==> config.mk <==
export PLATFORM = sky130hd
export DESIGN_NAME = pattern_detect_ctrl_flat
export DESIGN_NICKNAME = d
export VERILOG_FILES = /design/src/rtl/pattern_detect_ctrl_pkg.sv /design/src/rtl/pattern_detect_ctrl_if.sv /design/src/rtl/pattern_detect_ctrl_window.sv /design/src/rtl/pattern_detect_ctrl.sv /design/src/flat_wrapper.sv
export SDC_FILE = /design/constraint.sdc
export NUM_CORES = 1
export LEC_CHECK = 0
export CORE_UTILIZATION = 45
export DETAILED_ROUTE_END_ITERATION = 12
export PLACE_DENSITY = 0.68
export SLEW_MARGIN = 20
export SYNTH_ARGS = -nofsm -noshare
export SYNTH_HDL_FRONTEND = slang
export SYNTH_SLANG_ARGS = --single-unit
export TNS_END_PERCENT = 1
==> constraint.sdc <==
create_clock -name clk -period 4.95 [get_ports clk]
set_input_delay 0.495 -clock clk [delete_from_list [all_inputs] [get_ports clk]]
set_output_delay 0.495 -clock clk [all_outputs]
set_load 0.05 [all_outputs]
==> src/rtl/pattern_detect_ctrl_pkg.sv <==
// Shared types and defaults for the pattern_detect_ctrl slice: FSM states and the latched
// configuration record.
package pdc_pkg;

    localparam int unsigned PDC_MAX_LEN = 8;
    localparam int unsigned PDC_CNT_W   = 8;
    localparam int unsigned PDC_LEN_W   = $clog2(PDC_MAX_LEN + 1);

    typedef enum logic [1:0] {
        IDLE,
        RUN,
        DONE
    } state_e;

    typedef struct packed {
        logic [PDC_MAX_LEN-1:0] pattern;
        logic [PDC_LEN_W-1:0]   len;
        logic                   overlap;
        logic [PDC_CNT_W-1:0]   limit;
    } cfg_rec_t;

    function automatic logic len_legal(input logic [PDC_LEN_W-1:0] len);
        return (len != '0) && (32'(len) <= PDC_MAX_LEN);
    endfunction

endpackage

==> src/rtl/pattern_detect_ctrl_if.sv <==
// Configuration handshake bundle between the host/register side (master) and
// pattern_detect_ctrl (slave).
interface pattern_detect_ctrl_if #(
    parameter int unsigned MAX_LEN = pdc_pkg::PDC_MAX_LEN,
    parameter int unsigned CNT_W   = pdc_pkg::PDC_CNT_W
);

    logic                         cfg_valid;
    logic                         cfg_ready;
    logic [MAX_LEN-1:0]           cfg_pattern;
    logic [$clog2(MAX_LEN+1)-1:0] cfg_len;
    logic                         cfg_overlap;
    logic [CNT_W-1:0]             cfg_limit;
    logic                         cfg_err;

    modport master (
        output cfg_valid, cfg_pattern, cfg_len, cfg_overlap, cfg_limit,
        input  cfg_ready, cfg_err
    );

    modport slave (
        input  cfg_valid, cfg_pattern, cfg_len, cfg_overlap, cfg_limit,
        output cfg_ready, cfg_err
    );

endinterface

==> src/rtl/pattern_detect_ctrl_window.sv <==
// pdc_window_match: shift window, saturating fill counter and length-masked comparator.
// With PDC_GAP_TIMEOUT_EN an idle-gap counter discards a partial prefix after TIMEOUT_CYC.
module pdc_window_match #(
    parameter int unsigned MAX_LEN = 8,
    parameter int unsigned LEN_W   = 4
`ifdef PDC_GAP_TIMEOUT_EN
    ,
    parameter int unsigned TIMEOUT_CYC = 16
`endif
) (
    input  logic               clk,
    input  logic               rst,
    input  logic               clr,
`ifdef PDC_GAP_TIMEOUT_EN
    input  logic               run,
`endif
    input  logic               shift,
    input  logic               bit_in,
    input  logic [MAX_LEN-1:0] pattern,
    input  logic [LEN_W-1:0]   len,
    input  logic               overlap,
    output logic               hit
);

    // Only MAX_LEN-1 history bits are stored; the compared window is {history, bit_in}.
    logic [MAX_LEN-2:0] win_q, win_d;
    logic [MAX_LEN-1:0] win_sh, mask;
    logic [LEN_W-1:0]   fill_q, fill_d, fill_sh;
`ifdef PDC_GAP_TIMEOUT_EN
    localparam int unsigned GAP_W = $clog2(TIMEOUT_CYC + 1);
    logic [GAP_W-1:0] gap_q, gap_d;
`endif

    always_comb begin
        win_sh  = {win_q, bit_in};
        fill_sh = (fill_q == LEN_W'(MAX_LEN)) ? fill_q : fill_q + 1'b1;
        mask    = '0;
        for (int unsigned i = 0; i < MAX_LEN; i++) begin
            mask[i] = (i < 32'(len));
        end
        hit    = shift && (fill_sh >= len) && ((win_sh & mask) == (pattern & mask));
        win_d  = win_q;
        fill_d = fill_q;
        if (clr) begin
            win_d  = '0;
            fill_d = '0;
        end else if (shift) begin
            win_d  = win_sh[MAX_LEN-2:0];
            fill_d = (hit && !overlap) ? '0 : fill_sh;
        end
`ifdef PDC_GAP_TIMEOUT_EN
        gap_d = gap_q;
        if (clr || shift || !run) begin
            gap_d = '0;
        end else if (gap_q != GAP_W'(TIMEOUT_CYC)) begin
            gap_d = gap_q + 1'b1;
        end
        if (!clr && !shift && (gap_d == GAP_W'(TIMEOUT_CYC))) begin
            fill_d = '0;
        end
`endif
    end

    always_ff @(posedge clk) begin
        if (rst) begin
            win_q  <= '0;
            fill_q <= '0;
        end else begin
            win_q  <= win_d;
            fill_q <= fill_d;
        end
    end

`ifdef PDC_GAP_TIMEOUT_EN
    always_ff @(posedge clk) begin
        if (rst) begin
            gap_q <= '0;
        end else begin
            gap_q <= gap_d;
        end
    end
`endif

endmodule

==> src/rtl/pattern_detect_ctrl.sv <==
// Programmable serial-pattern detection controller: config handshake, IDLE/RUN/DONE FSM,
// match counting. Build macro PDC_GAP_TIMEOUT_EN enables the idle-gap window flush.
module pattern_detect_ctrl
    import pdc_pkg::*;
#(
    parameter int unsigned MAX_LEN     = PDC_MAX_LEN,
    parameter int unsigned CNT_W       = PDC_CNT_W,
    parameter int unsigned TIMEOUT_CYC = 16
) (
    input  logic                 clk,
    input  logic                 rst,
    pattern_detect_ctrl_if.slave cfg,
    input  logic                 start,
    input  logic                 abort,
    input  logic                 bit_valid,
    input  logic                 bit_in,
    output logic                 match,
    output logic [CNT_W-1:0]     match_count,
    output logic                 busy,
    output logic                 done
);

    localparam int unsigned LEN_W = $clog2(MAX_LEN + 1);

    // The latched config record is sized by the package defaults.
    if (MAX_LEN != PDC_MAX_LEN || CNT_W != PDC_CNT_W || TIMEOUT_CYC == 0) begin : g_param_chk
        $error("pattern_detect_ctrl: unsupported parameter set");
    end

    state_e           state_q, state_d;
    cfg_rec_t         cfg_q, cfg_d;
    logic             cfg_vld_q, cfg_vld_d;
    logic             cfg_err_q, cfg_err_d;
    logic             match_q, match_d;
    logic [CNT_W-1:0] cnt_q, cnt_d, cnt_inc;
    logic             hs, start_go, run, shift, hit;

    always_comb begin
        run      = (state_q == RUN);
        hs       = cfg.cfg_valid && (state_q == IDLE);
        start_go = (state_q == IDLE) && start && !abort && cfg_vld_q && !hs;
        shift    = run && bit_valid;
        cnt_inc  = (cnt_q == '1) ? cnt_q : cnt_q + 1'b1;

        state_d   = state_q;
        cfg_d     = cfg_q;
        cfg_vld_d = cfg_vld_q;
        cfg_err_d = cfg_err_q;
        cnt_d     = cnt_q;
        match_d   = 1'b0;

        case (state_q)
            IDLE: begin
                if (hs) begin
                    cfg_d = '{pattern: cfg.cfg_pattern, len: cfg.cfg_len,
                              overlap: cfg.cfg_overlap, limit: cfg.cfg_limit};
                    cfg_vld_d = len_legal(cfg.cfg_len);
                    cfg_err_d = !len_legal(cfg.cfg_len);
                end
                if (start_go) begin
                    state_d = RUN;
                    cnt_d   = '0;
                end
            end
            RUN: begin
                if (abort) begin
                    state_d = IDLE;
                end else if (hit) begin
                    match_d = 1'b1;
                    cnt_d   = cnt_inc;
                    if ((cfg_q.limit != '0) && (cnt_inc == cfg_q.limit)) begin
                        state_d = DONE;
                    end
                end
            end
            DONE:    state_d = IDLE;
            default: state_d = IDLE;
        endcase
    end

    always_ff @(posedge clk) begin
        if (rst) begin
            state_q   <= IDLE;
            cfg_q     <= '0;
            cfg_vld_q <= 1'b0;
            cfg_err_q <= 1'b0;
            match_q   <= 1'b0;
            cnt_q     <= '0;
        end else begin
            state_q   <= state_d;
            cfg_q     <= cfg_d;
            cfg_vld_q <= cfg_vld_d;
            cfg_err_q <= cfg_err_d;
            match_q   <= match_d;
            cnt_q     <= cnt_d;
        end
    end

    pdc_window_match #(
        .MAX_LEN(MAX_LEN),
        .LEN_W  (LEN_W)
`ifdef PDC_GAP_TIMEOUT_EN
        ,
        .TIMEOUT_CYC(TIMEOUT_CYC)
`endif
    ) u_window (
        .clk    (clk),
        .rst    (rst),
        .clr    (start_go),
`ifdef PDC_GAP_TIMEOUT_EN
        .run    (run),
`endif
        .shift  (shift),
        .bit_in (bit_in),
        .pattern(cfg_q.pattern),
        .len    (cfg_q.len),
        .overlap(cfg_q.overlap),
        .hit    (hit)
    );

    assign cfg.cfg_ready = (state_q == IDLE);
    assign cfg.cfg_err   = cfg_err_q;
    assign busy          = (state_q != IDLE);
    assign done          = (state_q == DONE);
    assign match         = match_q;
    assign match_count   = cnt_q;

endmodule

==> src/flat_wrapper.sv <==
// flat-port wrapper written by rule: the top's interface ports become plain ports
module pattern_detect_ctrl_flat import pdc_pkg::*;
#(
    parameter int unsigned MAX_LEN     = PDC_MAX_LEN,
    parameter int unsigned CNT_W       = PDC_CNT_W,
    parameter int unsigned TIMEOUT_CYC = 16
)
  (clk, rst, start, abort, bit_valid, bit_in, match, match_count, busy, done, cfg_cfg_valid, cfg_cfg_pattern, cfg_cfg_len, cfg_cfg_overlap, cfg_cfg_limit, cfg_cfg_ready, cfg_cfg_err);
  pattern_detect_ctrl_if #(.MAX_LEN(MAX_LEN), .CNT_W(CNT_W)) cfg_i ();
  input  logic clk;
  input  logic rst;
  input  logic start;
  input  logic abort;
  input  logic bit_valid;
  input  logic bit_in;
  output logic match;
  output logic [CNT_W-1:0] match_count;
  output logic busy;
  output logic done;
  input wire logic [$bits(cfg_i.cfg_valid)-1:0] cfg_cfg_valid;
  input wire logic [$bits(cfg_i.cfg_pattern)-1:0] cfg_cfg_pattern;
  input wire logic [$bits(cfg_i.cfg_len)-1:0] cfg_cfg_len;
  input wire logic [$bits(cfg_i.cfg_overlap)-1:0] cfg_cfg_overlap;
  input wire logic [$bits(cfg_i.cfg_limit)-1:0] cfg_cfg_limit;
  output wire logic [$bits(cfg_i.cfg_ready)-1:0] cfg_cfg_ready;
  output wire logic [$bits(cfg_i.cfg_err)-1:0] cfg_cfg_err;
  assign cfg_i.cfg_valid = cfg_cfg_valid;
  assign cfg_i.cfg_pattern = cfg_cfg_pattern;
  assign cfg_i.cfg_len = cfg_cfg_len;
  assign cfg_i.cfg_overlap = cfg_cfg_overlap;
  assign cfg_i.cfg_limit = cfg_cfg_limit;
  assign cfg_cfg_ready = cfg_i.cfg_ready;
  assign cfg_cfg_err = cfg_i.cfg_err;
  pattern_detect_ctrl #(.MAX_LEN(MAX_LEN), .CNT_W(CNT_W), .TIMEOUT_CYC(TIMEOUT_CYC)) u_core (.clk(clk), .rst(rst), .cfg(cfg_i), .start(start), .abort(abort), .bit_valid(bit_valid), .bit_in(bit_in), .match(match), .match_count(match_count), .busy(busy), .done(done));
endmodule
Run 1, track usage over the die:
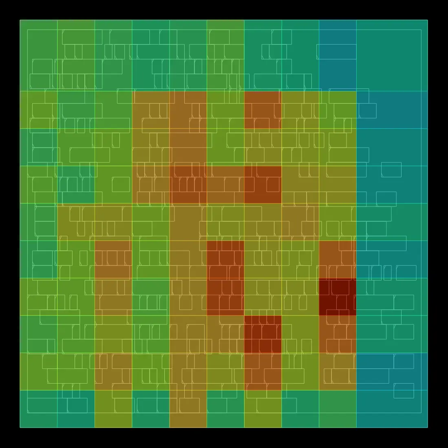
layer with the highest usage after global routing: met2
M2 GR Usage: 32.8%
met1 usage: 32.1%

Run 1, cells colored by class:
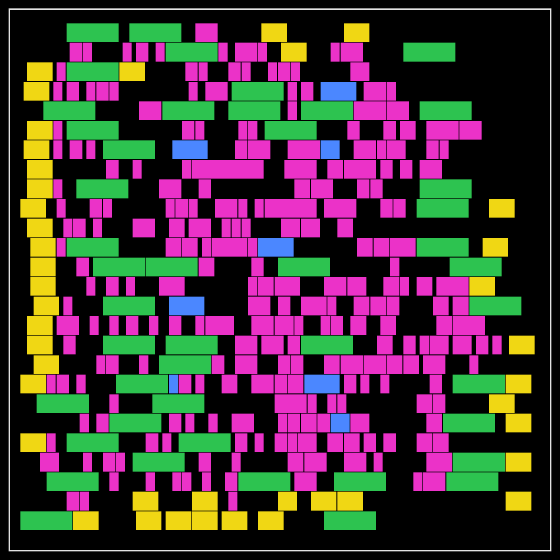
[clock drivers and dummy loads] blue | cells: 8
[remaining buffers and delay cells] yellow | cells: 41
[sequential cells] green | cells: 45
[combinational and other logic] magenta | cells: 245
Util after Layout: 57.1%
floorplan core area: 5140 um2

Run 1, wiring by layer:
Bar = 20 um.
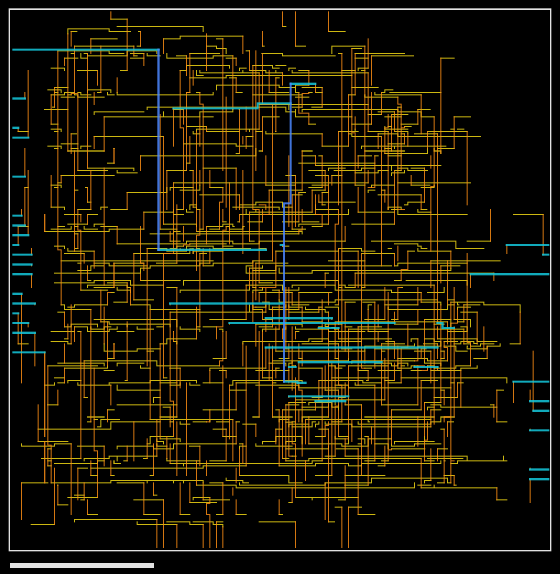
[metal 1] yellow | wire length: 2880 um
[metal 2] orange | wire length: 2460 um
[metal 3] cyan | wire length: 232 um
[metal 4] blue | wire length: 70.3 um

==> flow_summary.rst, run 1 <==
Run summary
-----------

.. list-table::
   :header-rows: 1

   * - Metric
     - Value
   * - Result of the run
     - finished clean
   * - Share of post-route cells with drive strength above 1
     - ~5.0%
   * - Number of design-rule violations left by the first detailed-router iteration
     - between 100 and 150
   * - Slew at the pin closest to its max-slew limit
     - 0.773 ns
   * - Number of antenna diodes
     - 0
   * - Cell area after placement
     - between 2000 and 3000 um2
   * - Number of cell instances after yosys synthesis
     - 305
   * - Simple-gate portion of the synthesized area
     - a little over a quarter
   * - Hold path depth
     - 2
   * - Final #Nets
     - roughly 370
   * - Boundary Pins
     - about 40
   * - Detail Placement HPWL
     - about 4.2 mm
   * - Share of cell area taken by muxes after synthesis
     - less than 1%
   * - Most frequent cell on the critical path
     - sky130_fd_sc_hd__ha_1
   * - Crit path capture type
     - flop
   * - Met3 global-route usage
     - under 10%
   * - CTS tree
     - done
   * - Syn Std Cell Area
     - about 2400 um2
   * - YS warnings
     - 0
   * - Highest-count logic cell in the final layout
     - sky130_fd_sc_hd__nand2_1
   * - Routability congestion estimate
     - 0.892
   * - Clock Path Buffers
     - 2
   * - Chip area in the Yosys report
     - about 2400 um2
   * - Fraction of power consumed by sequential logic
     - between 50% and 60%
   * - Top cell family by delay on the critical path
     - simple AND/OR/NAND/NOR gates
   * - Area of all placed cells without fillers
     - just under 3000 um2
   * - Arrival time of data at the critical path endpoint
     - around 3.3 ns
   * - Starting Density
     - 47.0%
   * - Routed length per placed instance
     - 13.8 um
   * - Library cell contributing the largest single delay on the critical path
     - sky130_fd_sc_hd__or4_1
   * - Signed area change from the synthesized netlist to the final layout
     - 21.5%
   * - Critical R2R Launch
     - u_core.u_window.fill_q[0]
   * - Number of buffers created by CTS
     - 5
   * - Post-CTS Setup Inserts
     - 0
   * - Number of distinct standard cells referenced by the synthesized netlist
     - ~48
   * - Final number of max-transition violations
     - 0
   * - Power share of the clock group
     - about 33%
   * - # clock sinks
     - between 40 and 50
   * - ANT nets after route
     - 0
   * - Register share after synthesis
     - 37.3%
   * - Type of the worst setup path
     - flop to flop
   * - Count of flip-flops with a built-in enable after synthesis
     - 0
   * - Xor/xnor share of the synthesized area
     - approximately 6.9%
   * - Synthesized Nets
     - between 300 and 400
   * - Part of the power in combinational logic
     - between 10% and 20%
   * - Die Ht
     - around 75 um
   * - Crit path cell chain
     - inv_1 > ha_1 > and3b_1 > xnor2_1 > ha_1 > nand2b_1 > a2111oi_0 > or4_1 > a211oi_4 > nor2b_1 > o32ai_1
   * - Internal power of the cells
     - approximately 0.52 mW
   * - Total Wirelength
     - about 5.6 mm
   * - Leakage
     - about 1.1 nW
   * - IR Drop Worst-Case VDD
     - 0.000120 V
   * - Total vias in the final route
     - 2212
   * - Global route total overflow
     - 0
   * - Total routing usage reported by global routing
     - 22.0%
   * - Clock skew after layout
     - approximately 0.0035 ns
   * - Warning total across the stage logs
     - 27
   * - Number of stages on the worst setup path
     - 11
   * - Worst-Skew Late Latency
     - about 0.30 ns
   * - Aoi share
     - about a fifth
   * - Worst setup slack for register-to-register paths
     - between 1.5 and 2 ns
   * - Final cycle utilization of the critical path
     - roughly 63%
   * - Switching share of power
     - 26.2%
   * - H-Tree Depth
     - 2
   * - Number of detailed-route iterations in the first pass
     - 4
   * - Die extent in x
     - 75.2 um
   * - Switching power
     - between 0.15 and 0.2 mW
   * - Worst Path Max Fanout
     - 16
   * - Unrepaired setup endpoints after global routing
     - no
   * - Post-synth regs
     - ~45
   * - First-pass GRT wire length
     - 9.38 mm
   * - Pwr dens
     - between 200 and 250 nW/um2
   * - Cts repair resizes
     - 0
   * - Final sum of negative setup slack
     - 0 ns
   * - Placement row count
     - 26
   * - Most common flop cell mapped by yosys
     - sky130_fd_sc_hd__dfxtp_1
   * - CP bufs+invs
     - 1
   * - DRC viols
     - 0
   * - Crit path to
     - u_core.u_window.fill_q[1]
   * - Required time of the critical path
     - between 5 and 6 ns
   * - Reg2reg end
     - u_core.u_window.fill_q[1]
   * - Kind of path behind the tightest hold check
     - flop to flop
   * - Yosys adder share
     - between 3 and 4%
   * - Main logic family after synthesis
     - simple AND/OR/NAND/NOR gates
   * - Source of the critical timing path
     - u_core.u_window.fill_q[0]
   * - Commonest cells after routing, fill and taps aside
     - sky130_fd_sc_hd__nand2_1 (69), sky130_fd_sc_hd__dfxtp_1 (45), sky130_fd_sc_hd__clkdlybuf4s50_1 (40), sky130_fd_sc_hd__a21oi_1 (39), sky130_fd_sc_hd__xnor2_1 (13)
   * - Worst path max stage delay
     - 0.58 ns
   * - Hold-fix buffers at CTS
     - 0
   * - Critical hold path startpoint
     - u_core.cfg_q[14]
   * - Final hold viol count
     - 0
   * - Endpoint with the worst hold slack
     - u_core.cfg_q[14]
   * - Headroom to the max-slew limit
     - approximately 48%
   * - Final setup viols
     - 0
   * - Port buffer count
     - roughly 40
   * - Ratio of routed vias to standard cells
     - 5.41
   * - Max Clk Rate
     - 320 MHz
   * - Root Buffer
     - sky130_fd_sc_hd__clkbuf_8
   * - Category of the worst setup path launch point
     - flop
   * - Initial antenna violation count
     - 0
   * - Mean area per synthesized cell
     - slightly below 8 um2
   * - Floorplan die area
     - roughly 5700 um2
   * - Share of synthesized registers carrying an async set or reset
     - 0%
   * - Pin count of the biggest net entering global routing
     - 30
   * - Period minus WS final
     - 3.12 ns
   * - Total design power
     - around 0.70 mW
   * - Mapped Cells
     - roughly 310
   * - Clock slew at reported path FFs
     - about 0.090 ns
   * - # Max-Cap Violations
     - 0
   * - Worst Hold Slack
     - approximately 0.47 ns
   * - Worst Reg2Reg Path Length in Cells
     - 11
   * - Vias in the first global route
     - slightly below 2000
## run 1: sequential cells by signal, indices dropped and copies added, names as in the netlist
signal,cells
u_core.cfg.cfg_err,1
u_core.match_count,8
u_core.u_window.win_q,7
u_core.cfg_vld_q,1
u_core.cfg_q,21
u_core.match,1
u_core.state_q,2
u_core.u_window.fill_q,4
## run 1: per-stage QoR
stage	cells	setup WS, ns
floorplan	305	2.28
global placement	401	1.91
CTS	409	1.81
detailed placement	401	1.80
global route	409	1.65
finish	409	1.83
## run 1: cells in the mapped netlist, types with 2 or more instances
library cell	count	area, um2
sky130_fd_sc_hd__nand2_1	69	259
sky130_fd_sc_hd__dfxtp_1	45	901
sky130_fd_sc_hd__a21oi_1	39	195
sky130_fd_sc_hd__clkbuf_1	13	48.8
sky130_fd_sc_hd__xnor2_1	13	114
sky130_fd_sc_hd__nand3_1	12	60.1
sky130_fd_sc_hd__nor2_1	12	45.0
sky130_fd_sc_hd__inv_1	9	33.8
sky130_fd_sc_hd__a31oi_1	8	50.1
sky130_fd_sc_hd__ha_1	7	87.6
sky130_fd_sc_hd__nor3_1	6	30.0
sky130_fd_sc_hd__xor2_1	6	52.6
sky130_fd_sc_hd__and2_1	5	31.3
sky130_fd_sc_hd__and3_1	5	31.3
sky130_fd_sc_hd__nand4_1	4	25.0
sky130_fd_sc_hd__a211oi_1	3	22.5
sky130_fd_sc_hd__and4_1	3	26.3
sky130_fd_sc_hd__nand2b_1	3	18.8
sky130_fd_sc_hd__nor4_1	3	18.8
sky130_fd_sc_hd__o21ai_0	3	15.0
sky130_fd_sc_hd__o22ai_1	3	18.8
sky130_fd_sc_hd__a2111oi_0	2	17.5
sky130_fd_sc_hd__a211oi_2	2	25.0
sky130_fd_sc_hd__and3b_1	2	17.5
sky130_fd_sc_hd__nand3b_1	2	15.0
sky130_fd_sc_hd__nor2b_1	2	12.5
sky130_fd_sc_hd__nor4bb_1	2	20.0
sky130_fd_sc_hd__o21a_1	2	15.0
## run 1: power groups by stage
stage	logic, mW	clock network (mW)	registers (mW)
6_report	0.0854	0.231	0.384
3_5_place_dp	0.0855	0	0.393
3_3_place_gp	0.0846	0	0.392
2_1_floorplan	0.0502	0	0.391
4_1_cts	0.0859	0.233	0.384
5_1_grt	0.0946	0.248	0.386
## run 1: metal layers
| layer | routed length [um] | part of all wire, % |
|---|---|---|
| met4 | 70 | 1.2 |
| met2 | 2460 | 44 |
| met1 | 2880 | 51 |
| met5 | 0 | 0 |
| met3 | 232 | 4.1 |
## run 1: final cells by class
| cell class | instances | area, um2 |
|---|---|---|
| fillers | 535 | 2210 |
| clock buffers | 6 | 72.6 |
| flip-flops and latches | 45 | 901 |
| repair buffers | 41 | 408 |
| multi-input cells | 236 | 1420 |
| inverters | 9 | 33.8 |
| clock inverters | 2 | 15.0 |
| well taps | 70 | 87.6 |
## run 1: worst register-to-register path, delay by kind of cell (launching register included)
kind	cells	cell delay, ns
fa+ha+maj	2	0.46
buf+inv	1	0.10
compound gates	3	0.73
xor+xnor	1	0.14
simple gates	4	1.22
flops	1	0.36
==> run 1 -> run 2 <==
--- a/config.mk
+++ b/config.mk
@@ -7,7 +7,7 @@
 export LEC_CHECK = 0
 export CORE_UTILIZATION = 45
 export DETAILED_ROUTE_END_ITERATION = 12
-export PLACE_DENSITY = 0.68
+export PLACE_DENSITY = 0.71
 export SLEW_MARGIN = 20
 export SYNTH_ARGS = -nofsm -noshare
 export SYNTH_HDL_FRONTEND = slang
==> constraint.sdc (replaced) <==
create_clock -name clk -period 2.8 [get_ports clk]
set_input_delay 0.28 -clock clk [delete_from_list [all_inputs] [get_ports clk]]
set_output_delay 0.28 -clock clk [all_outputs]
set_load 0.05 [all_outputs]
==> flow_summary.rst, run 2 <==
Run summary
-----------

.. list-table::
   :header-rows: 1

   * - Metric
     - Value
   * - Worst setup slack for register-to-register paths
     - roughly 0.095 ns
   * - Total design power
     - between 1 and 1.5 mW
   * - Port buffer count
     - 40
   * - Die extent in x
     - roughly 75 um
   * - Signed area change from the synthesized netlist to the final layout
     - 27.6%
   * - Share of the synthesized area in the top cell type
     - 37.3%
   * - Syn Std Cell Area
     - 2410 um2
   * - ANT nets after route
     - 0
   * - Final hold viol count
     - 0
   * - Mean area per synthesized cell
     - between 7 and 8 um2
   * - CTS tree
     - done
   * - Number of design-rule violations left by the first detailed-router iteration
     - around 130
   * - # clock sinks
     - between 40 and 50
   * - Final cycle utilization of the critical path
     - 96.6%
   * - First-pass GRT wire length
     - 9.51 mm
   * - Starting Density
     - between 40% and 50%
   * - Pwr dens
     - 403 nW/um2
   * - Xor/xnor share of the synthesized area
     - under 10%
   * - Total Wirelength
     - around 5.7 mm
   * - Simple-gate portion of the synthesized area
     - around 27%
   * - Arrival time of data at the critical path endpoint
     - about 2.9 ns
   * - Clock slew at reported path FFs
     - about 0.09 ns
   * - Area of all placed cells without fillers
     - approximately 3100 um2
   * - Mapped Cells
     - between 300 and 400
   * - Crit path capture type
     - flop
   * - Total vias in the final route
     - 2276
   * - Worst Hold Slack
     - 0.469 ns
   * - Cells taking the most area after synthesis
     - sky130_fd_sc_hd__dfxtp_1 (37%), sky130_fd_sc_hd__nand2_1 (11%), sky130_fd_sc_hd__a21oi_1 (8.1%), sky130_fd_sc_hd__xnor2_1 (4.7%), sky130_fd_sc_hd__ha_1 (3.6%)
   * - YS warnings
     - 0
   * - Share of synthesized registers carrying an async set or reset
     - 0%
   * - Final sum of negative setup slack
     - 0 ns
   * - Worst-Skew Late Latency
     - about 0.3 ns
   * - Critical hold path startpoint
     - u_core.cfg_vld_q
   * - Root Buffer
     - sky130_fd_sc_hd__clkbuf_8
   * - Leakage
     - 1.14 nW
   * - Fillers
     - between 500 and 600
   * - Final number of max-transition violations
     - 0
   * - Number of buffers created by CTS
     - 5
   * - Synthesized Nets
     - about 340
   * - Warning total across the stage logs
     - 27
   * - Slew at the pin closest to its max-slew limit
     - around 0.78 ns
   * - H-Tree Depth
     - 2
   * - Required time of the critical path
     - approximately 3 ns
   * - Vias in the first global route
     - slightly below 2000
   * - Boundary Pins
     - just over 40
   * - Routability congestion estimate
     - 0.905
   * - Highest-count logic cell in the final layout
     - sky130_fd_sc_hd__nand2_1
   * - Most flop-heavy register
     - u_core.cfg_q
   * - Source of the critical timing path
     - u_core.u_window.fill_q[0]
   * - Number of cell instances after yosys synthesis
     - just over 300
   * - Period minus WS final
     - ~2.7 ns
   * - Max reg flops
     - 21
   * - Critical R2R Launch
     - u_core.u_window.fill_q[0]
   * - Type of the worst setup path
     - flop to flop
   * - Clock skew after layout
     - between 0.004 and 0.005 ns
   * - Global route total overflow
     - 0
   * - Number of antenna diodes
     - 0
   * - Worst Path Max Fanout
     - 6
   * - Floorplan core area
     - roughly 5000 um2
   * - Most frequent cell after synthesis
     - sky130_fd_sc_hd__nand2_1
   * - Result of the run
     - finished clean
   * - Share of post-route cells with drive strength above 1
     - between 10% and 20%
   * - Kind of path behind the tightest hold check
     - flop to flop
   * - Post-synth regs
     - between 40 and 50
   * - Count of flip-flops with a built-in enable after synthesis
     - 0
   * - Max Clk Rate
     - 370 MHz
   * - Number of distinct standard cells referenced by the synthesized netlist
     - between 40 and 50
   * - Main logic family after synthesis
     - simple AND/OR/NAND/NOR gates
   * - Category of the worst setup path launch point
     - flop
   * - Number of detailed-route iterations in the first pass
     - 4
   * - Cell area after placement
     - roughly 2900 um2
   * - Pin count of the biggest net entering global routing
     - 29
   * - Share of cell area taken by muxes after synthesis
     - less than 1%
   * - Die Ht
     - about 75 um
   * - IR Drop Worst-Case VDD
     - roughly 0.00033 V
   * - Ratio of routed vias to standard cells
     - 5.42
   * - Most common flop cell mapped by yosys
     - sky130_fd_sc_hd__dfxtp_1
   * - Clock Path Buffers
     - 2
   * - Headroom to the max-slew limit
     - between 40 and 50%
   * - # Max-Cap Violations
     - 0
   * - Library cell occupying the most area in the post-synthesis netlist
     - sky130_fd_sc_hd__dfxtp_1
   * - Floorplan die area
     - around 5700 um2
   * - Final setup viols
     - 0
   * - Synth top cells by count
     - sky130_fd_sc_hd__nand2_1 (69), sky130_fd_sc_hd__dfxtp_1 (45), sky130_fd_sc_hd__a21oi_1 (39), sky130_fd_sc_hd__clkbuf_1 (13), sky130_fd_sc_hd__xnor2_1 (13)
   * - Aoi share
     - between 20% and 30%
   * - Commonest cells after routing, fill and taps aside
     - sky130_fd_sc_hd__nand2_1 (69), sky130_fd_sc_hd__dfxtp_1 (43), sky130_fd_sc_hd__clkdlybuf4s50_1 (40), sky130_fd_sc_hd__a21oi_1 (39), sky130_fd_sc_hd__xnor2_1 (13)
   * - Final #Nets
     - around 380
   * - Detail Placement HPWL
     - about 4.2 mm
   * - Placement row count
     - 26
   * - Register share after synthesis
     - a little under two fifths
   * - Chip area in the Yosys report
     - between 2000 and 2500 um2
   * - Yosys adder share
     - between 3 and 4%
   * - Initial antenna violation count
     - 0
   * - DRC viols
     - 0
-- run 2: cell types whose count changed in the layout (fill, tap and decap cells not counted), sizes merged --
cell,delta
buf,+11
-- run 2: power breakdown --
| part | switching, mW | internal (mW) | total, mW |
|---|---|---|---|
| Combinational | 0.0748 | 0.0811 | 0.156 |
| Sequential | 0.0202 | 0.659 | 0.679 |
| Clock | 0.230 | 0.176 | 0.406 |
| Total | 0.325 | 0.916 | 1.24 |
-- run 2: worst max-delay path, stage by stage, from the launching register on --
cell	delay, ns
sky130_fd_sc_hd__dfxtp_2	0.33
sky130_fd_sc_hd__inv_1	0.05
sky130_fd_sc_hd__ha_2	0.17
sky130_fd_sc_hd__and3b_2	0.22
sky130_fd_sc_hd__xnor2_1	0.13
sky130_fd_sc_hd__ha_1	0.27
sky130_fd_sc_hd__nand2b_4	0.11
sky130_fd_sc_hd__a2111oi_2	0.06
sky130_fd_sc_hd__or4_4	0.52
sky130_fd_sc_hd__a211oi_4	0.19
sky130_fd_sc_hd__buf_6	0.16
sky130_fd_sc_hd__buf_6	0.13
sky130_fd_sc_hd__a21o_1	0.15
sky130_fd_sc_hd__a21oi_1	0.07
-- run 2: worst paths after layout --
path	end	depth (start not counted)
worst min register to register	u_core.cfg_vld_q	2
worst min-delay path	u_core.cfg_vld_q	2
worst max register to register	u_core.match_count[3]	13
worst max-delay path	u_core.match_count[3]	13
-- run 2: timing repair --
| item | 4_1_cts | 5_1_grt |
|---|---|---|
| setup endpoints to repair | 7 | 14 |
| pin swaps | 11 | 1 |
| cloned | 1 | 0 |
| gates resized | 16 | 3 |
| hold buffers | 0 | 0 |
| setup buffers | 3 | 1 |
-- run 2: kinds of logic (layout without fill, tap and decap cells) --
group | Yosys count | in the layout
DFF | 45 | 45
buffers and inverters | 24 | 69
xor gates and xnor gates | 19 | 19
AOI/OAI and AO/OA | 73 | 73
muxes | 2 | 2
adders and majority gates | 7 | 7
and+or+nand+nor | 135 | 135
-- run 2: per-stage QoR --
| step | setup WS (ns) | utilization (%) | std cells |
|---|---|---|---|
| after floorplan | 0.134 | - | 305 |
| after global placement | 0.0850 | 56.2 | 407 |
| after detailed placement | -0.0190 | 56.2 | 407 |
| after CTS | 0.0328 | 59.6 | 419 |
| after global routing | -0.00188 | 59.9 | 420 |
| final | 0.0953 | 59.9 | 420 |
-- run 2: layout make-up --
class / count / area [um2] / area share [%]
Clock inverter: 2 / 15.0 / 0.488
Multi-Input combinational cell: 236 / 1470 / 47.6
Timing Repair Buffer: 52 / 502 / 16.3
Tap cell: 70 / 87.6 / 2.84
Sequential cell: 45 / 903 / 29.3
Clock buffer: 6 / 72.6 / 2.36
Inverter: 9 / 33.8 / 1.10
-- run 2: layer usage --
metal,GRT usage [%],part of all wire (%),vias to the layer above
met3,4.55,4.3,7
li1,-,-,1160
met5,0,0,-
met4,7.20,1.4,0
met2,34.0,45,58
met1,31.6,49,1051
Run 2, track usage over the die:
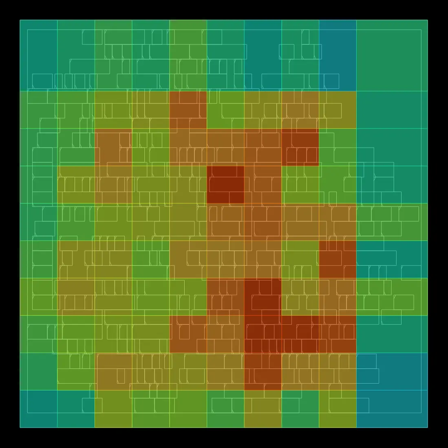
met1 usage: 31.6%
Util after Layout: 59.9%
total routing usage reported by global routing: 22.3%
met3 global-route usage: 4.55%
routed length per placed instance: 13.6 um

Run 2, clock network drawn from the DEF:
Bar = 20 um.
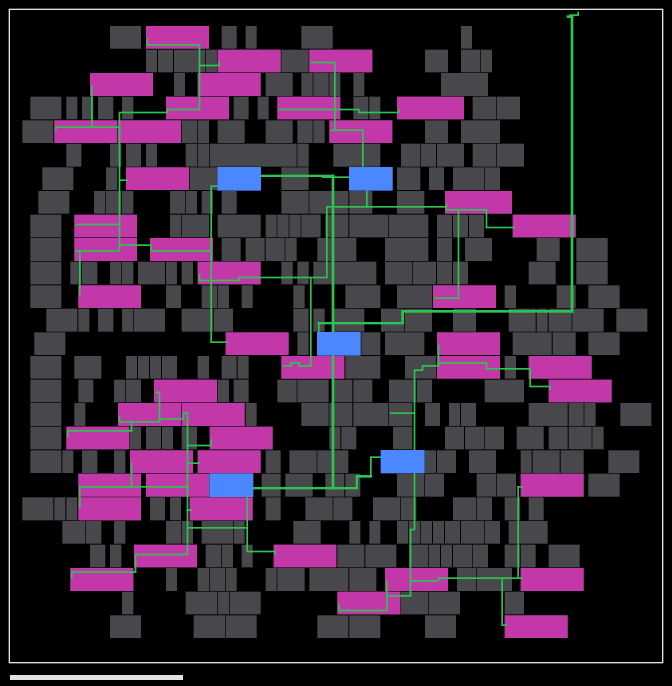
[clock drivers] blue | count: 5
[flip-flops] magenta | count: 45
[clock wires] green | length: 560 um
routed clock nets: 6
flops lie: spread over the die

==> run 2 -> run 3 <==
--- a/config.mk
+++ b/config.mk
@@ -5,9 +5,10 @@
 export SDC_FILE = /design/constraint.sdc
 export NUM_CORES = 1
 export LEC_CHECK = 0
-export CORE_UTILIZATION = 45
+export CAP_MARGIN = 20
+export CORE_UTILIZATION = 28
 export DETAILED_ROUTE_END_ITERATION = 12
-export PLACE_DENSITY = 0.71
+export PLACE_DENSITY = 0.48
 export SLEW_MARGIN = 20
 export SYNTH_ARGS = -nofsm -noshare
 export SYNTH_HDL_FRONTEND = slang
==> flow_summary.rst, run 3 <==
Run summary
-----------

.. list-table::
   :header-rows: 1

   * - Metric
     - Value
   * - Period minus WS final
     - between 2 and 3 ns
   * - Mapped Cells
     - slightly above 300
   * - Library cell contributing the largest single delay on the critical path
     - sky130_fd_sc_hd__or4_4
   * - Library cell occupying the most area in the post-synthesis netlist
     - sky130_fd_sc_hd__dfxtp_1
   * - Worst Path Max Fanout
     - 5
   * - Cells taking the most area after synthesis
     - sky130_fd_sc_hd__dfxtp_1 (37%), sky130_fd_sc_hd__nand2_1 (11%), sky130_fd_sc_hd__a21oi_1 (8.1%), sky130_fd_sc_hd__xnor2_1 (4.7%), sky130_fd_sc_hd__ha_1 (3.6%)
   * - Top cell family by delay on the critical path
     - simple AND/OR/NAND/NOR gates
   * - Post-synth regs
     - 45
   * - Required time of the critical path
     - 2.99 ns
   * - Detail Placement HPWL
     - about 4.5 mm
   * - Area of all placed cells without fillers
     - 3160 um2
   * - Cell area after placement
     - 2940 um2
   * - Final setup viols
     - 8
   * - Number of antenna diodes
     - 0
   * - Final hold viol count
     - 0
   * - Crit path cell chain
     - inv_2 > ha_2 > and3b_2 > xnor2_2 > ha_1 > nand2b_4 > a2111oi_2 > or4_4 > a211oi_4 > a31oi_1 > a22o_1
   * - Most frequent cell after synthesis
     - sky130_fd_sc_hd__nand2_1
   * - Part of the power in combinational logic
     - roughly 12%
   * - Vias in the first global route
     - ~1900
   * - Boundary Pins
     - slightly above 40
   * - YS warnings
     - 0
   * - Clock slew at reported path FFs
     - 0.08 ns
   * - Hold-fix buffers at CTS
     - 0
   * - Number of detailed-route iterations in the first pass
     - 4
   * - Most common flop cell mapped by yosys
     - sky130_fd_sc_hd__dfxtp_1
   * - Most flop-heavy register
     - u_core.cfg_q
   * - Floorplan die area
     - 9000 um2
   * - Initial antenna violation count
     - 0
   * - Headroom to the max-slew limit
     - 51.0%
   * - Slew at the pin closest to its max-slew limit
     - about 0.73 ns
   * - Syn Std Cell Area
     - ~2400 um2
   * - Total design power
     - 1.28 mW
   * - Routed length per placed instance
     - 13.3 um
   * - # Max-Cap Violations
     - 0
   * - CP bufs+invs
     - 1
   * - Commonest cells after routing, fill and taps aside
     - sky130_fd_sc_hd__nand2_1 (69), sky130_fd_sc_hd__dfxtp_1 (43), sky130_fd_sc_hd__clkdlybuf4s50_1 (40), sky130_fd_sc_hd__a21oi_1 (39)
   * - Chip area in the Yosys report
     - 2410 um2
   * - Count of flip-flops with a built-in enable after synthesis
     - 0
   * - Switching power
     - approximately 0.32 mW
   * - Clock skew after layout
     - approximately 0.0083 ns
   * - Share of post-route cells with drive strength above 1
     - about 13%
   * - Kind of path behind the tightest hold check
     - flop to flop
   * - Worst setup slack for register-to-register paths
     - -0.05 ns
   * - DRC viols
     - 0
   * - Die Ht
     - ~95 um
   * - Share of the synthesized area in the top cell type
     - between 30% and 40%
   * - Final #Nets
     - ~390
   * - Warning total across the stage logs
     - 28
   * - Worst-Skew Late Latency
     - approximately 0.30 ns
   * - Final number of max-transition violations
     - 0
   * - Number of design-rule violations left by the first detailed-router iteration
     - around 71
   * - Die extent in x
     - between 90 and 100 um
   * - Signed area change from the synthesized netlist to the final layout
     - 30.9%
   * - Pwr dens
     - between 400 and 500 nW/um2
   * - Unrepaired setup endpoints after global routing
     - yes
   * - Synthesized Nets
     - roughly 340
   * - Clock Path Buffers
     - 2
   * - Synth top cells by count
     - sky130_fd_sc_hd__nand2_1 (69), sky130_fd_sc_hd__dfxtp_1 (45), sky130_fd_sc_hd__a21oi_1 (39), sky130_fd_sc_hd__clkbuf_1 (13), sky130_fd_sc_hd__xnor2_1 (13)
   * - # clock sinks
     - 45
   * - Mean area per synthesized cell
     - roughly 7.9 um2
   * - Number of buffers created by CTS
     - 5
   * - ANT nets after route
     - 0
   * - Floorplan core area
     - between 8000 and 9000 um2
   * - Number of distinct standard cells referenced by the synthesized netlist
     - approximately 48
   * - Max reg flops
     - 21
   * - Root Buffer
     - sky130_fd_sc_hd__clkbuf_8
   * - Violations in the final reports
     - setup timing
   * - Port buffer count
     - ~40
   * - Fraction of power consumed by sequential logic
     - between 50% and 60%
   * - Global route total overflow
     - 0
   * - Max Clk Rate
     - around 350 MHz
   * - Register share after synthesis
     - 37.3%
   * - Starting Density
     - a little under 30%
   * - Category of the worst setup path launch point
     - flop
   * - Result of the run
     - finished with violations
   * - Internal power of the cells
     - approximately 0.96 mW
   * - Leakage
     - approximately 1.2 nW
   * - Highest-count logic cell in the final layout
     - sky130_fd_sc_hd__nand2_1
   * - Type of the worst setup path
     - flop to flop
   * - Final cycle utilization of the critical path
     - 102%
   * - Crit path capture type
     - flop
   * - Routability congestion estimate
     - between 0.8 and 0.9
   * - H-Tree Depth
     - 2
   * - Ratio of routed vias to standard cells
     - slightly below 5
   * - Total vias in the final route
     - between 2000 and 2500
   * - Worst setup margin
     - -0.0478 ns
   * - Number of cell instances after yosys synthesis
     - a little over 300
   * - Share of synthesized registers carrying an async set or reset
     - 0%
   * - Switching share of power
     - about 25%
   * - Placement row count
     - 33
   * - Power share of the clock group
     - 34.6%
   * - First-pass GRT wire length
     - 9.89 mm
   * - Pin count of the biggest net entering global routing
     - 26
   * - Fillers
     - ~860
   * - IR Drop Worst-Case VDD
     - around 0.00019 V
   * - Arrival time of data at the critical path endpoint
     - about 3 ns
   * - CTS tree
     - done
   * - Worst path max stage delay
     - between 0.5 and 0.6 ns
==> run 3: cell counts after synthesis <==
No cell type changed its count.
==> run 3: per-layer routing <==
layer | global-route usage (%) | share of wire, % | up-vias
met2 | 18.9 | 40 | 41
met5 | 0 | 0 | -
li1 | - | - | 1169
met3 | 3.06 | 3.1 | 6
met4 | 4.92 | 1.4 | 0
met1 | 22.0 | 55 | 1001
==> run 3: path summary, 6_finish.rpt <==
kind                        startpoint               endpoint  cells past startpoint
max          u_core.u_window.fill_q[0]  u_core.match_count[0]                     11
min                   u_core.cfg_vld_q       u_core.cfg_vld_q                      2
max reg2reg  u_core.u_window.fill_q[0]  u_core.match_count[0]                     11
min reg2reg           u_core.cfg_vld_q       u_core.cfg_vld_q                      2
==> run 3: kinds of logic (layout without fill, tap and decap cells) <==
group                    Yosys count  count (layout)  synth area share (%)
AND/OR/NAND/NOR                  135             135                  27.1
adder cells (fa/ha/maj)            7               7                  3.63
multiplexers                       2               2                 0.881
AND-OR/OR-AND                     73              73                  20.1
buffers and inverters             24              71                  4.04
XOR/XNOR                          19              19                  6.89
flip-flops                        45              45                  37.3
==> run 3: repair_timing <==
| item | CTS | global route |
|---|---|---|
| gates cloned | 0 | 1 |
| buffers inserted | 0 | 5 |
| pin swaps | 1 | 12 |
| gates resized | 4 | 18 |
| endpoints found under the setup margin | 11 | 13 |
==> run 3: per-stage QoR <==
step	TNS, ns	cells	hold WS, ns	util, %	setup slack, ns
after CTS	0	451	0.468	36.8	0.0114
after floorplan	0	305	0.416	-	0.134
final	-0.170	457	0.462	38.1	-0.0478
after global routing	-1.21	457	0.499	38.1	-0.145
after detailed placement	-0.120	443	0.456	35.4	-0.0395
after global placement	0	443	0.443	35.4	0.0586
==> run 3: area by class of cell <==
| cell class | instances | area, um2 | share of cell area [%] |
|---|---|---|---|
| Clock buffer | 7 | 96.3 | 3.05 |
| Clock inverter | 1 | 5.00 | 0.158 |
| Inverter | 9 | 33.8 | 1.07 |
| Multi-Input combinational cell | 236 | 1480 | 46.8 |
| Sequential cell | 45 | 903 | 28.6 |
| Tap cell | 105 | 131 | 4.16 |
| Timing Repair Buffer | 54 | 513 | 16.2 |
==> run 3: worst reg2reg max path: stages (launching register included) <==
cell and delay [ns]:
sky130_fd_sc_hd__dfxtp_2 0.34, sky130_fd_sc_hd__inv_2 0.04, sky130_fd_sc_hd__ha_2 0.16, sky130_fd_sc_hd__and3b_2 0.24
sky130_fd_sc_hd__xnor2_2 0.15, sky130_fd_sc_hd__ha_1 0.28, sky130_fd_sc_hd__nand2b_4 0.11, sky130_fd_sc_hd__a2111oi_2 0.06
sky130_fd_sc_hd__or4_4 0.55, sky130_fd_sc_hd__a211oi_4 0.38, sky130_fd_sc_hd__a31oi_1 0.19, sky130_fd_sc_hd__a22o_1 0.26
==> run 3: power groups by stage <==
stage	logic (mW)	registers, mW	clock network [mW]
after global placement	0.156	0.693	0
after detailed placement	0.156	0.693	0
final	0.159	0.678	0.442
after floorplan	0.0888	0.692	0
after global routing	0.178	0.682	0.480
after CTS	0.156	0.678	0.456
Run 3, supply network:
Pins as bars on the die edge. Tap cells in gray.
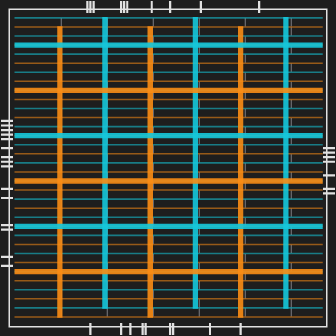
[VSS] orange
[VDD] cyan
met5 straps: 6
tap cells: 105
met1 rails: 34
rows: 33
met4 straps: 6

Run 3, wiring by layer:
Bar = 20 um.
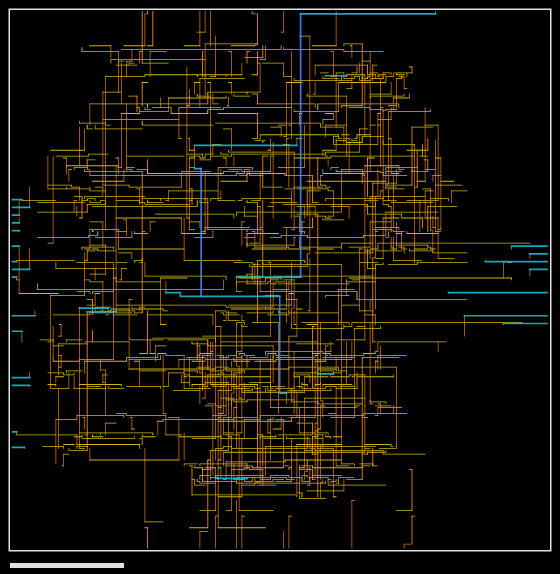
[metal 1] yellow | wire length: 3340 um
[metal 3] cyan | wire length: 188 um
[metal 4] blue | wire length: 85.7 um
[metal 2] orange | wire length: 2460 um
total routing usage reported by global routing: 14.3%
Total Wirelength: 6.07 mm

Power figures rest on the tool's default switching activity, not on a simulated workload.
